Run 1, sequential cells colored by netlist name:
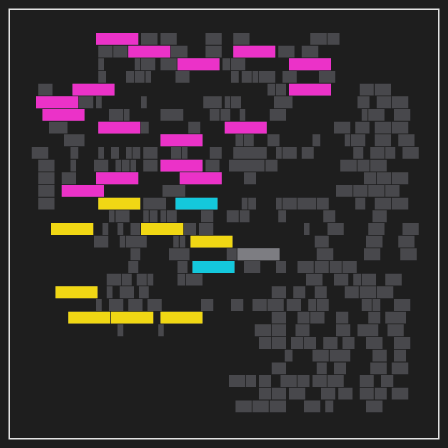
Run 1, met1 routing:
Supply wires on this layer in gray. Cells faint in the background.
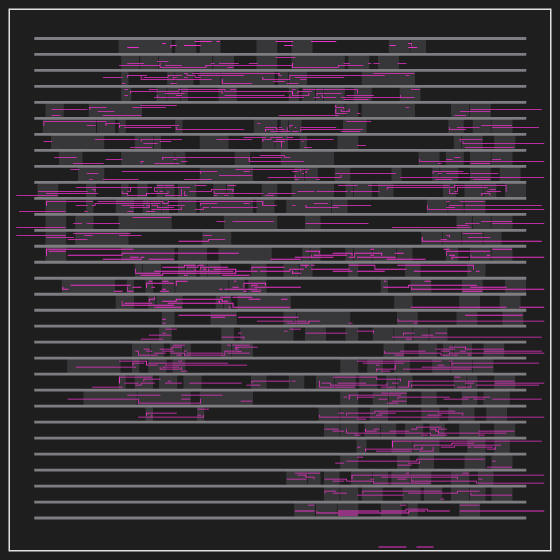
Run 1, met2 routing:
Cells faint in the background.
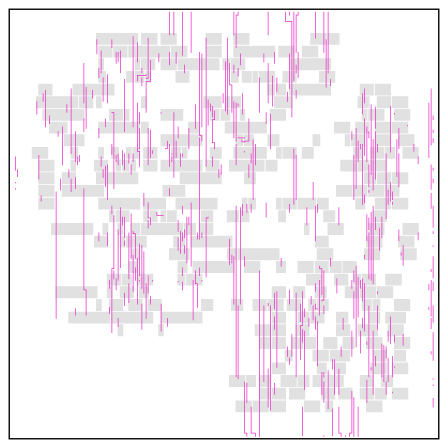
`src/rtl/pipeline_ctrl.sv`:
```
// pipeline_ctrl: hazard, forwarding and memory-wait control for a 5-stage pipeline
module pipeline_ctrl #(
  parameter int MEM_TIMEOUT = 16
) (
  input  logic        i_Clock,
  input  logic        i_Reset,
  input  logic [4:0]  i_ID_Rs1,
  input  logic [4:0]  i_ID_Rs2,
  input  logic        i_ID_Rs1Used,
  input  logic        i_ID_Rs2Used,
  input  logic [4:0]  i_EX_Rs1,
  input  logic [4:0]  i_EX_Rs2,
  input  logic [4:0]  i_EX_Rd,
  input  logic        i_EX_RegWrite,
  input  logic        i_EX_MemRead,
  input  logic        i_EX_BranchTaken,
  input  logic [4:0]  i_MEM_Rd,
  input  logic        i_MEM_RegWrite,
  input  logic        i_MEM_Req,
  input  logic        i_MEM_Ack,
  input  logic [4:0]  i_WB_Rd,
  input  logic        i_WB_RegWrite,
  output logic        o_StallPC,
  output logic        o_StallIFID,
  output logic        o_StallIDEX,
  output logic        o_StallEXMEM,
  output logic        o_FlushIFID,
  output logic        o_FlushIDEX,
  output logic        o_FlushMEMWB,
  output logic        o_PCSelBranch,
  output logic [1:0]  o_FwdA,
  output logic [1:0]  o_FwdB,
  output logic        o_Halted,
  output logic        o_MemFault,
  output logic [15:0] o_StallCycles
);
  localparam logic [1:0] RUN = 2'd0, MEM_WAIT = 2'd1, FAULT = 2'd2;
  localparam logic [7:0] TMO = 8'(MEM_TIMEOUT);
  logic [1:0] state;
  logic [7:0] wait_cnt;
  logic       fault_d, fault, mem_stall, load_use, branch, lu_stall;
  assign fault     = state == FAULT;
  assign mem_stall = state == MEM_WAIT || (state == RUN && i_MEM_Req && !i_MEM_Ack);
  assign load_use  = i_EX_MemRead && i_EX_Rd != 5'd0 &&
                     ((i_ID_Rs1Used && i_ID_Rs1 == i_EX_Rd) || (i_ID_Rs2Used && i_ID_Rs2 == i_EX_Rd));
  assign branch    = state == RUN && !mem_stall && i_EX_BranchTaken;
  assign lu_stall  = state == RUN && !mem_stall && !i_EX_BranchTaken && load_use;
  assign o_StallPC     = fault || mem_stall || lu_stall;
  assign o_StallIFID   = o_StallPC;
  assign o_StallIDEX   = fault || mem_stall;
  assign o_StallEXMEM  = fault || mem_stall;
  assign o_FlushMEMWB  = fault || mem_stall;
  assign o_FlushIFID   = branch;
  assign o_FlushIDEX   = branch || lu_stall;
  assign o_PCSelBranch = branch;
  assign o_FwdA = (i_MEM_RegWrite && i_MEM_Rd != 5'd0 && i_MEM_Rd == i_EX_Rs1) ? 2'b10 :
                  (i_WB_RegWrite && i_WB_Rd != 5'd0 && i_WB_Rd == i_EX_Rs1) ? 2'b01 : 2'b00;
  assign o_FwdB = (i_MEM_RegWrite && i_MEM_Rd != 5'd0 && i_MEM_Rd == i_EX_Rs2) ? 2'b10 :
                  (i_WB_RegWrite && i_WB_Rd != 5'd0 && i_WB_Rd == i_EX_Rs2) ? 2'b01 : 2'b00;
  assign o_Halted   = fault;
  assign o_MemFault = fault && !fault_d;
  always_ff @(posedge i_Clock or negedge i_Reset) begin
    if (!i_Reset) begin
      state         <= RUN;
      wait_cnt      <= 8'd0;
      fault_d       <= 1'b0;
      o_StallCycles <= 16'd0;
    end else begin
      case (state)
        RUN: if (i_MEM_Req && !i_MEM_Ack) begin
          state    <= MEM_WAIT;
          wait_cnt <= 8'd1;
        end
        MEM_WAIT: if (i_MEM_Ack) state <= RUN;
          else if (wait_cnt == TMO) state <= FAULT;
          else wait_cnt <= wait_cnt + 8'd1;
        default: state <= FAULT;
      endcase
      fault_d <= fault;
      if (o_StallPC && o_StallCycles != 16'hFFFF) o_StallCycles <= o_StallCycles + 16'd1;
    end
  end
endmodule
```
`config.mk`:
```
export PLATFORM = sky130hd
export DESIGN_NAME = pipeline_ctrl
export DESIGN_NICKNAME = d
export VERILOG_FILES = /design/src/rtl/pipeline_ctrl.sv
export SDC_FILE = /design/constraint.sdc
export NUM_CORES = 1
export LEC_CHECK = 0
export CAP_MARGIN = 10
export CORE_MARGIN = 4
export CORE_UTILIZATION = 25
export DETAILED_ROUTE_END_ITERATION = 8
export PLACE_DENSITY_LB_ADDON = 0.12
export SLEW_MARGIN = 20
export SYNTH_ARGS = -nofsm -noshare
export SYNTH_HDL_FRONTEND = slang
export SYNTH_SLANG_ARGS = --single-unit
```
`constraint.sdc`:
```
create_clock -name i_Clock -period 2.7 [get_ports i_Clock]
set_input_delay 0.405 -clock i_Clock [delete_from_list [all_inputs] [get_ports i_Clock]]
set_output_delay 0.405 -clock i_Clock [all_outputs]
set_load 0.02 [all_outputs]
```
==> GITHUB_STEP_SUMMARY, run 1 <==
## Synthesis and layout report

| Metric | Value |
|---|---|
| Largest net degree at the start of global routing | 28 |
| Final Hold Viols | 0 |
| Tool warnings | 28 |
| Post-synthesis net count | 232 |
| DRT iter0 DRCs | 65 |
| Total Routing Usage GR | 0.1217 |
| Crit Path Category | primary input to output pin |
| Worst-path maximum fanout | 3 |
| Yosys warning count | 0 |
| Netlist Area Pre-Place | 1759 um^2 |
| Max_slew headroom | 0.6987 |
| Top-count cell post-synth | xor2_1 |
| Cell family with most CP delay | buffers and inverters |
| Clock Tree Root | clkbuf_8 |
| Port Buffer Count | 74 |
| Num CTS Buffers | 3 |
| Setup violations, final | 0 |
| Hpwl dp | 4.102 mm |
| WP data arrival | 2250 ps |
| Max Root-Sink Buffers | 2 |
| Placed cell areas | 2794 um^2 |
| DRT antenna net count | 0 |
| Initial antenna violation count | 0 |
| CTS tree | done |
| F_max | 0.3769 GHz |
| Run status | finished, final reports clean |
| Via count of the first global-routing pass | 1598 |
| Layout cell share with drive strength beyond 1 | 0.1519 |
| H-tree depth | 1 |
| RSZ-0062 raised after global routing | false |
| CTS clock-pin slew for the worst setup and hold paths | 100 ps |
| First-pass GRT wire length | 8.383 mm |
| Internal | 857.9 uW |
| Synthesis-to-layout area growth | 61.45% |
| Commonest cells post-synth | xor2_1 (32), dfrtp_1 (27), xnor2_1 (17), nor2_1 (15), nand2_1 (13) |
| Max-area cell share | 0.3841 |
| Comb power frac | 0.407 |
| Max-cap violations | 0 |
| IO Count | 76 |
| Post-synthesis cell count | 183 |
| Die W | 91.89 um |
| Starting Density | 0.2575 |
| Pins over their slew limit | 0 |
| DRC | 0 |
| Count of library flops with an enable pin | 0 |
| Placer Congestion | 0.7812 |
| Final worst path period need | 2653 ps |
| # diodes | 0 |
| #FFs+latches synth | 27 |
| Setup Buffers After CTS | 0 |
| Total power | 1315 uW |
| Die Y-Extent | 91.89 um |
| CTS Hold Buffers Added | 0 |
| Crit-path slowest cell | or4_1 |
| Clock Power Share | 0.175 |
| Measured slew at the worst slew-check pin | 445.7 ps |
| CORE AREA | 6832 um^2 |
| Post-synth ARST share | 1.000 |
| NetSw | 457.4 uW |
| Static leakage | 0.001267 uW |
| Crit path capture type | output pin |
| DR pass1 iterations | 4 |
| Crit path DRT | 2300 ps |
| Fin area | 2840 um^2 |
| Final nets | 333 |
| CTS-repair resized insts | 11 |
| Net Sw Frac | 0.3478 |
| CP Launch Type | primary input |
| Pwr dens | 463.1 nW/um^2 |
| Yosys cell count | 183 |
| Commonest flop | dfrtp_1 |
| Synth Seq Share | 0.3841 |
| Worst hold-check path type | primary input to async pin |
| Yosys stat area | 1759 um^2 |
| Vias per inst | 4.438 |
| Synth top area cells | dfrtp_1 (38%), xor2_1 (16%), xnor2_1 (8.5%) |
| CTS Sinks | 27 |
| Clock skew | 10.06 ps |
| CP bufs+invs | 2 |
| Rows | 30 |
| P_comb | 535 uW |
| CP max stage delay | 560 ps |
Notes on 'sequential cells colored by netlist name' above:
Key: wait_cnt = yellow [flops 8]; o_StallCycles = magenta [flops 16]; state = cyan [flops 2]
Seq. pwr: 550 uW
Post-Route Utilization: 0.4158

Notes on 'met1 routing' above:
The layer holds 53% of the routed length. The longest straight run is 38.2 um. 296 nets have wire on it.
vias: 1682
Total Wirelength: 5.136 mm
met1 global-route usage: 0.1959

Notes on 'met2 routing' above:
The wires run mostly vertical. The longest straight run is 36.7 um. 282 nets have wire on it. The layer holds 39% of the routed length. The layer carries 1990 um of wire.
GR Util met2: 0.1618

[run 1: placed cells by master, fill, tap and decap left out, types with 2 or more instances in the layout]
| cell type | count |
|---|---|
| dlygate4sd2_1 | 2 |
| clkbuf_8 | 3 |
| buf_4 | 26 |
| nor2_1 | 15 |
| nor4_1 | 4 |
| ha_1 | 3 |
| and3_1 | 3 |
| xor2_1 | 32 |
| nand4_1 | 9 |
| a21o_2 | 2 |
| clkdlybuf4s50_1 | 67 |
| mux2_2 | 2 |
| or4_1 | 5 |
| xnor2_1 | 17 |
| nand2_1 | 13 |
| o21ai_0 | 2 |
| nor4_2 | 2 |
| clkbuf_2 | 3 |
| dfrtp_1 | 27 |
| nor3b_1 | 2 |
| nand3_1 | 9 |
| nor3_1 | 6 |
| nor2b_1 | 3 |
| inv_1 | 5 |
[run 1: final cells by class]
| cell class | instances | area, um^2 |
|---|---|---|
| inverters | 5 | 18.77 |
| flip-flops and latches | 27 | 675.6 |
| fillers | 698 | 3991 |
| repair buffers | 101 | 940.9 |
| multi-input cells | 146 | 1040 |
| well taps | 96 | 120.1 |
| clock buffers | 4 | 45.04 |
[run 1: worst register-to-register path, delay by kind of cell, from the launching register on]
kind	cells	cell delay (ps)
and+or+nand+nor	5	1180
DFF	1	440
adders and majority gates	1	150
buffers and inverters	1	80
AOI/OAI and AO/OA	1	40
[run 1: logic make-up (layout without fill, tap and decap cells)]
family          count (synthesis)  after routing  share of synthesized area
buf+inv                        10            110                    0.03414
xor+xnor                       49             49                     0.2440
flops                          27             27                     0.3841
mux                             3              3                    0.01920
fa+ha+maj                       3              3                    0.02134
compound gates                 12             12                    0.05690
simple gates                   79             79                     0.2404
[run 1: through the flow]
| step | setup WS (ps) | setup TNS [ps] | hold WS [ps] | utilization | instances |
|---|---|---|---|---|---|
| after detailed placement | -339.0 | -1274 | 499.5 | 0.4090 | 375 |
| after global routing | 3.138 | 0 | 524.6 | 0.4158 | 379 |
| after CTS | 3.179 | 0 | 509.1 | 0.4156 | 379 |
| final | 46.55 | 0 | 489.7 | 0.4158 | 379 |
| after floorplan | 273.0 | 0 | 109.4 | - | 183 |
| after global placement | -336.3 | -1361 | 515.9 | 0.4090 | 375 |
[run 1: sequential cells by signal, summed over array words and instances (netlist names)]
name,cells
fault_d,1
wait_cnt,8
state,2
o_StallCycles,16
[run 1: path summary, 6_finish.rpt]
kind | start | end | slack, ps | cells after the start
worst max-delay path | i_EX_Rd[1] | o_FlushIDEX | 50 | 5
worst min-delay path | i_Reset | o_StallCycles[14] | 490 | 2
worst max register to register | wait_cnt[0] | wait_cnt[0] | 690 | 8
worst min register to register | o_StallCycles[10] | o_StallCycles[10] | 510 | 1
max in group asynchronous | i_Reset | state[1] | 1930 | 2
min in group i_Clock | o_StallCycles[10] | o_StallCycles[10] | 510 | 1
[run 1: routing by layer]
layer	global-route usage	wire, um
met1	0.1959	2722
met2	0.1618	1986
met3	0.02379	368
met4	0.02970	58
met5	0	0
==> run 1 -> run 2 <==
Settings changed: CORE_MARGIN 4 to default, REMOVE_ABC_BUFFERS from default to 1.
==> run 2 against run 1 <==
Clock power hardly changed; setup slack better by 14 ps; via count is 0.59% lower; register-to-register slack worse by 60 ps; design area is 0.40% higher.
==> GITHUB_STEP_SUMMARY, run 2 <==
## Synthesis and layout report

| Metric | Value |
|---|---|
| Run status | finished, final reports clean |
| Final Hold Viols | 0 (unchanged) |
| Tool warnings | 27 (-3.6%) |
| Max-area cell share | 0.3841 (unchanged) |
| Crit path capture type | output pin |
| Most numerous logic cells after layout | clkdlybuf4s50_1 (67), xor2_1 (32), dfrtp_1 (27), buf_4 (26), xnor2_1 (17) |
| CTS-repair resized insts | 15 (+4) |
| Gr ovfl total | 0 |
| Num CTS Buffers | 3 (unchanged) |
| CP bufs+invs | 2 (unchanged) |
| Yosys stat area | 1759 um^2 (unchanged) |
| Max reg flops | 16 (unchanged) |
| First-pass GRT wire length | 7.569 mm (-9.7%) |
| Top-count cell post-synth | xor2_1 |
| Crit-path slowest cell | or4_1 |
| DR pass1 iterations | 4 (unchanged) |
| Vias per inst | 4.412 (-0.59%) |
| Comb power frac | 0.404 (-0.003) |
| DRT antenna net count | 0 (unchanged) |
| RSZ-0062 raised after global routing | false |
| CP max stage delay | 540 ps (-20 ps) |
| Crit path DRT | 2300 ps (about the same) |
| Port Buffer Count | 74 (unchanged) |
| Synth top area cells | dfrtp_1 (38%), xor2_1 (16%), xnor2_1 (8.5%) |
| Fillers | 681 (-2.4%) |
| Synthesis-to-layout area growth | 62.09% |
| Largest reg by FF count | o_StallCycles |
| Hpwl dp | 3.799 mm (-7.4%) |
| Setup Buffers After CTS | 0 (unchanged) |
| Fin area | 2851 um^2 (+0.40%) |
| Die Y-Extent | 85.89 um (-6.5%) |
| Fin Setup TNS | 0 ps (unchanged) |
| Die W | 85.89 um (-6.5%) |
| Biggest regs | o_StallCycles (16), wait_cnt (8), state (2) |
| H-tree depth | 1 (unchanged) |
| Placer Congestion | 0.8081 (+3.4%) |
| Worst-path maximum fanout | 2 (-1) |
| Total Routing Usage GR | 0.1299 (+0.008246) |
| Max Root-Sink Buffers | 2 (unchanged) |
| Commonest flop | dfrtp_1 |
| Clock Tree Root | clkbuf_8 |
| Post-synthesis cell count | 183 (unchanged) |
| Worst hold margin | 499.2 ps (+9.508 ps) |
| Yosys cell count | 183 (unchanged) |
| DRT iter0 DRCs | 31 (-52%) |
| Final worst path period need | 2639 ps (-14.41 ps) |
| CTS tree | done |
| CORE AREA | 6794 um^2 (-0.55%) |
| NetSw | 450.8 uW (-1.5%) |
| Via count of the first global-routing pass | 1583 (-0.94%) |
| Final nets | 333 (unchanged) |
| Pins over their slew limit | 0 (unchanged) |
| Internal reg-to-reg setup slack | 630 ps (-60 ps) |
| Max-cap violations | 0 (unchanged) |
| Yosys warning count | 0 (unchanged) |
| Layout cell share with drive strength beyond 1 | 0.1519 (unchanged) |
| Clock skew | 8.240 ps (-1.821 ps) |
| CTS Sinks | 27 (unchanged) |
| Total power | 1303 uW (-0.92%) |
| Synth Seq Share | 0.3841 (unchanged) |
| Pwr dens | 457.0 nW/um^2 (-1.3%) |
| Count of library flops with an enable pin | 0 (unchanged) |
| F_max | 0.3789 GHz (+0.55%) |
| Post-synth ARST share | 1.000 (unchanged) |
| Starting Density | 0.2589 (+0.001423) |
| Commonest Layout Cell | clkdlybuf4s50_1 |
| Internal | 852.4 uW (-0.64%) |
| DRC | 0 (unchanged) |
| #FFs+latches synth | 27 (unchanged) |
| Max_slew headroom | 0.6632 (-0.03551) |
| CP Launch Type | primary input |
| Netlist Area Pre-Place | 1759 um^2 (unchanged) |
| CTS Hold Buffers Added | 0 (unchanged) |
| Crit Path Category | primary input to output pin |
| Net Sw Frac | 0.3459 (-0.001867) |
| Commonest cells post-synth | xor2_1 (32), dfrtp_1 (27), xnor2_1 (17), nor2_1 (15), nand2_1 (13) |
| Worst hold-check path type | primary input to async pin |
| CTS clock-pin slew for the worst setup and hold paths | 100 ps (about the same) |
| Static leakage | 0.001263 uW (-0.39%) |
| IO Count | 76 (unchanged) |
| Setup violations, final | 0 (unchanged) |
| Initial antenna violation count | 0 (unchanged) |
| Placed cell areas | 2794 um^2 (unchanged) |
| Cell family with most CP delay | simple AND/OR/NAND/NOR gates |
| WP data arrival | 2230 ps (-20 ps) |
| Measured slew at the worst slew-check pin | 504.1 ps (+58.45 ps) |
## run 2: area by class of cell
type / count / area [um^2] / area share
inverters: 5 / 18.77 / 0.006582
repair buffers: 101 / 949.7 / 0.3330
clock inverters: 1 / 5.005 / 0.001755
multi-input cells: 146 / 1041 / 0.3651
well taps: 96 / 120.1 / 0.04212
clock buffers: 3 / 41.29 / 0.01448
flip-flops and latches: 27 / 675.6 / 0.2369
## run 2: kinds of logic (layout without fill, tap and decap cells)
| kind of cell | Yosys count | in the layout | synth area share |
|---|---|---|---|
| muxes | 3 | 3 | 0.01920 |
| xor gates and xnor gates | 49 | 49 | 0.2440 |
| adders and majority gates | 3 | 3 | 0.02134 |
| DFF | 27 | 27 | 0.3841 |
| and+or+nand+nor | 79 | 79 | 0.2404 |
| buffers and inverters | 10 | 110 | 0.03414 |
| AOI/OAI and AO/OA | 12 | 12 | 0.05690 |
## run 2: final timing paths
path	startpoint	end	depth (start not counted)
worst max register to register	o_StallCycles[0]	o_StallCycles[15]	9
min in group i_Clock	o_StallCycles[10]	o_StallCycles[10]	1
worst max-delay path	i_MEM_Rd[1]	o_FwdA[0]	6
worst min register to register	o_StallCycles[10]	o_StallCycles[10]	1
worst min-delay path	i_Reset	o_StallCycles[14]	2
max in group asynchronous	i_Reset	wait_cnt[7]	2
## run 2: metal layers
metal	part of all wire	global-route usage
met5	0	0
met4	0.0060	0.03788
met3	0.059	0.02406
met2	0.45	0.2128
met1	0.48	0.1746
## run 2: stage by stage
step           std cells  setup slack (ps)
2_1_floorplan        178             273.0
3_3_place_gp         375            -317.2
3_5_place_dp         375            -331.3
4_1_cts              379             14.86
5_1_grt              379             5.862
6_report             379             60.96
## run 2: power groups by stage
stage	clock [uW]	sequential, uW	combinational [uW]
after CTS	243	548	535
final	229	548	527
after global routing	257	560	568
after floorplan	0	598	186
after detailed placement	0	555	534
after global placement	0	555	531
Run 2, met2 routing:
Cells faint in the background.
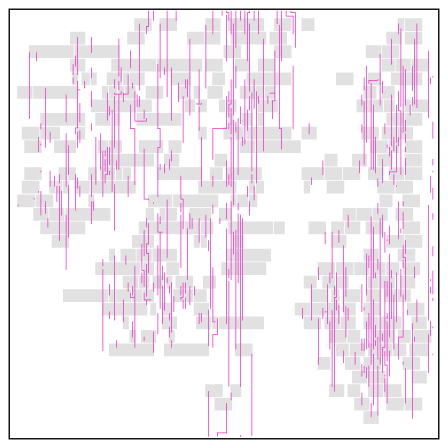
281 nets have wire on it. The longest straight run is 34.3 um. The layer carries 2170 um of wire.
Total Wirelength: 4.797 mm
vias: 1672
GR Util met2: 0.2128

Run 2, sequential cells colored by netlist name:
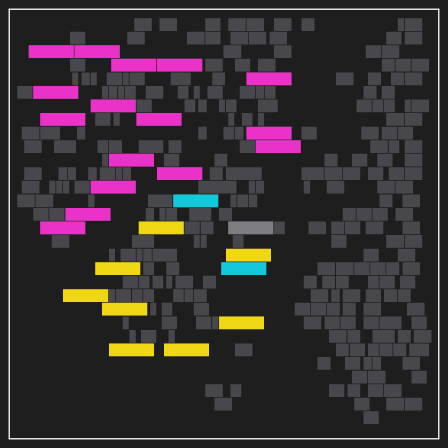
Key: o_StallCycles = magenta [flops 16]; state = cyan [flops 2]; wait_cnt = yellow [flops 8]
Another 1 sequential cells are not colored.
Post-Route Utilization: 0.4197
Seq area share: 0.2369
Seq. pwr: 548 uW

==> run 2 -> run 3 <==
Settings changed: CORE_UTILIZATION 25 to 30.
Run 3, met2 routing:
Cells faint in the background.
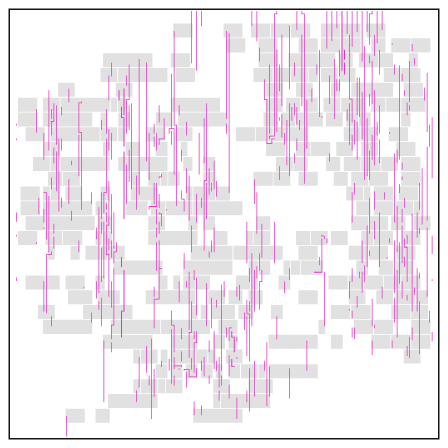
The longest straight run is 31.1 um. The wires run mostly vertical.
GR Util met2: 0.2400
Total Wirelength: 4.670 mm
vias: 1656

Run 3, nets reached from selected ports:
Bar = 20 um.
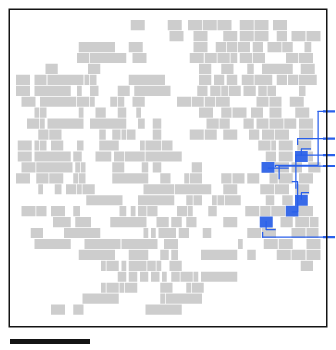
Key: i_ID_Rs1 = blue [bits 5, direction input, end cells 5, buffers 5, wire 108 um]
Port Buffer Count: 74
IO Count: 76

==> run 3 against run 2 <==
Clock skew decreased by 1.2 ps; register-to-register slack worse by 30 ps; critical path depth shrank 1; critical endpoint is now o_StallIFID.
==> GITHUB_STEP_SUMMARY, run 3 <==
## Synthesis and layout report

| Metric | Value |
|---|---|
| Run status | finished, final reports clean |
| Max reg flops | 16 (unchanged) |
| Fin area | 2805 um^2 (-1.6%) |
| Fillers | 524 (-23%) |
| Vias per inst | 4.678 (+6.0%) |
| DRC | 0 (unchanged) |
| Biggest regs | o_StallCycles (16), wait_cnt (8), state (2) |
| Internal reg-to-reg setup slack | 600 ps (-30 ps) |
| Most numerous logic cells after layout | clkdlybuf4s50_1 (67), xor2_1 (32), dfrtp_1 (27), buf_4 (26), xnor2_1 (17) |
| CTS tree | done |
| Worst hold-check path type | primary input to async pin |
| DRT iter0 DRCs | 31 (unchanged) |
| Crit-path slowest cell | or4_1 |
| Largest reg by FF count | o_StallCycles |
| #FFs+latches synth | 27 (unchanged) |
| Mux frac, synth | 0.01920 (unchanged) |
| Via count of the first global-routing pass | 1576 (-0.44%) |
| Yosys cell count | 183 (unchanged) |
| Post-synthesis cell count | 183 (unchanged) |
| Crit Path Category | primary input to output pin |
| Clock skew | 7.002 ps (-1.238 ps) |
| CTS Hold Buffers Added | 0 (unchanged) |
| Max-cap violations | 0 (unchanged) |
| Netlist Area Pre-Place | 1759 um^2 (unchanged) |
| Die W | 78.58 um (-8.5%) |
| Synth top area cells | dfrtp_1 (38%), xor2_1 (16%), xnor2_1 (8.5%) |
| Measured slew at the worst slew-check pin | 354.9 ps (-149.2 ps) |
| First-pass GRT wire length | 7.665 mm (+1.3%) |
| Hpwl dp | 3.682 mm (-3.1%) |
| Crit path DRT | 2300 ps (about the same) |
| CTS clock-pin slew for the worst setup and hold paths | 90 ps (about the same) |
| DRT antenna net count | 0 (unchanged) |
| Setup violations, final | 0 (unchanged) |
| Placed cell areas | 2744 um^2 (-1.8%) |
| Top-count cell post-synth | xor2_1 |
| Gr ovfl total | 0 (unchanged) |
| DP Worst Slack | -411.8 ps (-80.51 ps) |
| DR pass1 iterations | 4 (unchanged) |
| Count of library flops with an enable pin | 0 (unchanged) |
| Max-area cell share | 0.3841 (unchanged) |
| Placer Congestion | 0.8368 (+3.6%) |
| CP max stage delay | 550 ps (about the same) |
| Commonest flop | dfrtp_1 |
| Final nets | 332 (-0.30%) |
| Fin worst setup slack | 44.02 ps (-16.95 ps) |
| Final worst path period need | 2656 ps (+16.95 ps) |
| DP Cell Count | 350 (-6.7%) |
| Die Y-Extent | 78.58 um (-8.5%) |
| H-tree depth | 1 (unchanged) |
[run 3: cell types whose count changed in the layout (fill, tap and decap cells not counted), sizes merged]
cell	change
dlygate4sd2	-3
buf	+1
clkdlybuf4s15	+1
dlymetal6s2s	+1
dlygate4sd1	-1
[run 3: how the worst max path moves through the flow]
stage	start	to	slack (ps)	cells past startpoint
finish	i_EX_Rd[1]	o_StallIFID	40	5
global route	i_EX_Rd[1]	o_StallPC	8	5
CTS	i_MEM_Rd[4]	o_FwdB[1]	-40	7
detailed placement	i_MEM_Rd[1]	o_FwdB[0]	-410	6
global placement	i_MEM_Rd[1]	o_FwdB[0]	-340	6
floorplan	i_MEM_Rd[1]	o_FwdA[0]	270	4
[run 3: through the flow]
step / TNS [ps] / utilization / total power, uW / hold slack [ps]
floorplan: 0 / - / 784.2 / 109.4
global placement: -1300 / 0.4923 / 1082 / 503.2
detailed placement: -1385 / 0.4923 / 1081 / 503.9
CTS: -42.43 / 0.5001 / 1316 / 503.2
global route: 0 / 0.5033 / 1393 / 524.3
finish: 0 / 0.5033 / 1308 / 488.4
[run 3: cell families after synthesis]
family	Yosys count
AOI/OAI and AO/OA	12
xor gates and xnor gates	49
adders and majority gates	3
buffers and inverters	10
DFF	27
muxes	3
and+or+nand+nor	79
[run 3: layer usage]
layer	vias up	wire length, um	GRT usage
li1	836	-	-
met1	753	2316	0.2163
met2	63	1939	0.2400
met3	4	376	0.03256
met4	0	38	0.03333
met5	-	0	0
[run 3: cell type report]
class / count / area [um^2] / area share
Multi-Input combinational cell: 146 / 1049 / 0.3738
Clock buffer: 3 / 41.29 / 0.01472
Clock inverter: 1 / 5.005 / 0.001784
Timing Repair Buffer: 100 / 925.9 / 0.3301
Inverter: 5 / 18.77 / 0.006690
Tap cell: 72 / 90.09 / 0.03211
Sequential cell: 27 / 675.6 / 0.2409
[run 3: timing repair]
action                     4_1_cts  5_1_grt
setup endpoints to repair        7        5
hold endpoints to repair         0        0
resized                         13        9
[run 3: where the power goes]
group	internal [uW]	switching, uW	leakage (uW)
Combinational	287	245	0.000879
Clock	104	127	0.0000255
Sequential	465	80.8	0.000360
[run 3: worst max-delay path: cells and delay by family]
kind	cells	cell delay (ps)
compound gates	2	540
buf+inv	2	750
simple gates	1	550

==> notes/layouts.md <==
Pictures saved along the way, in no particular order.

Routing congestion map.
picture 1
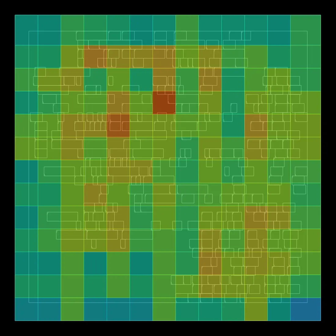
picture 2
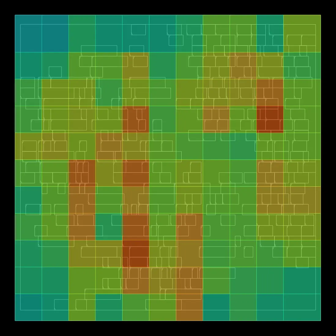
picture 3
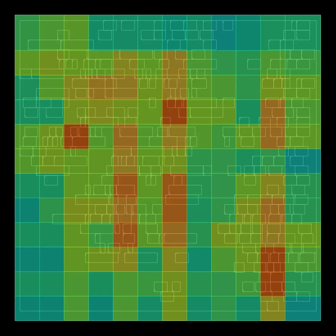
- run 1 = picture 1
- run 3 = picture 2
- run 2 = picture 3
The one with the highest utilization is picture 2.

Power and IR drop assume default switching activity.
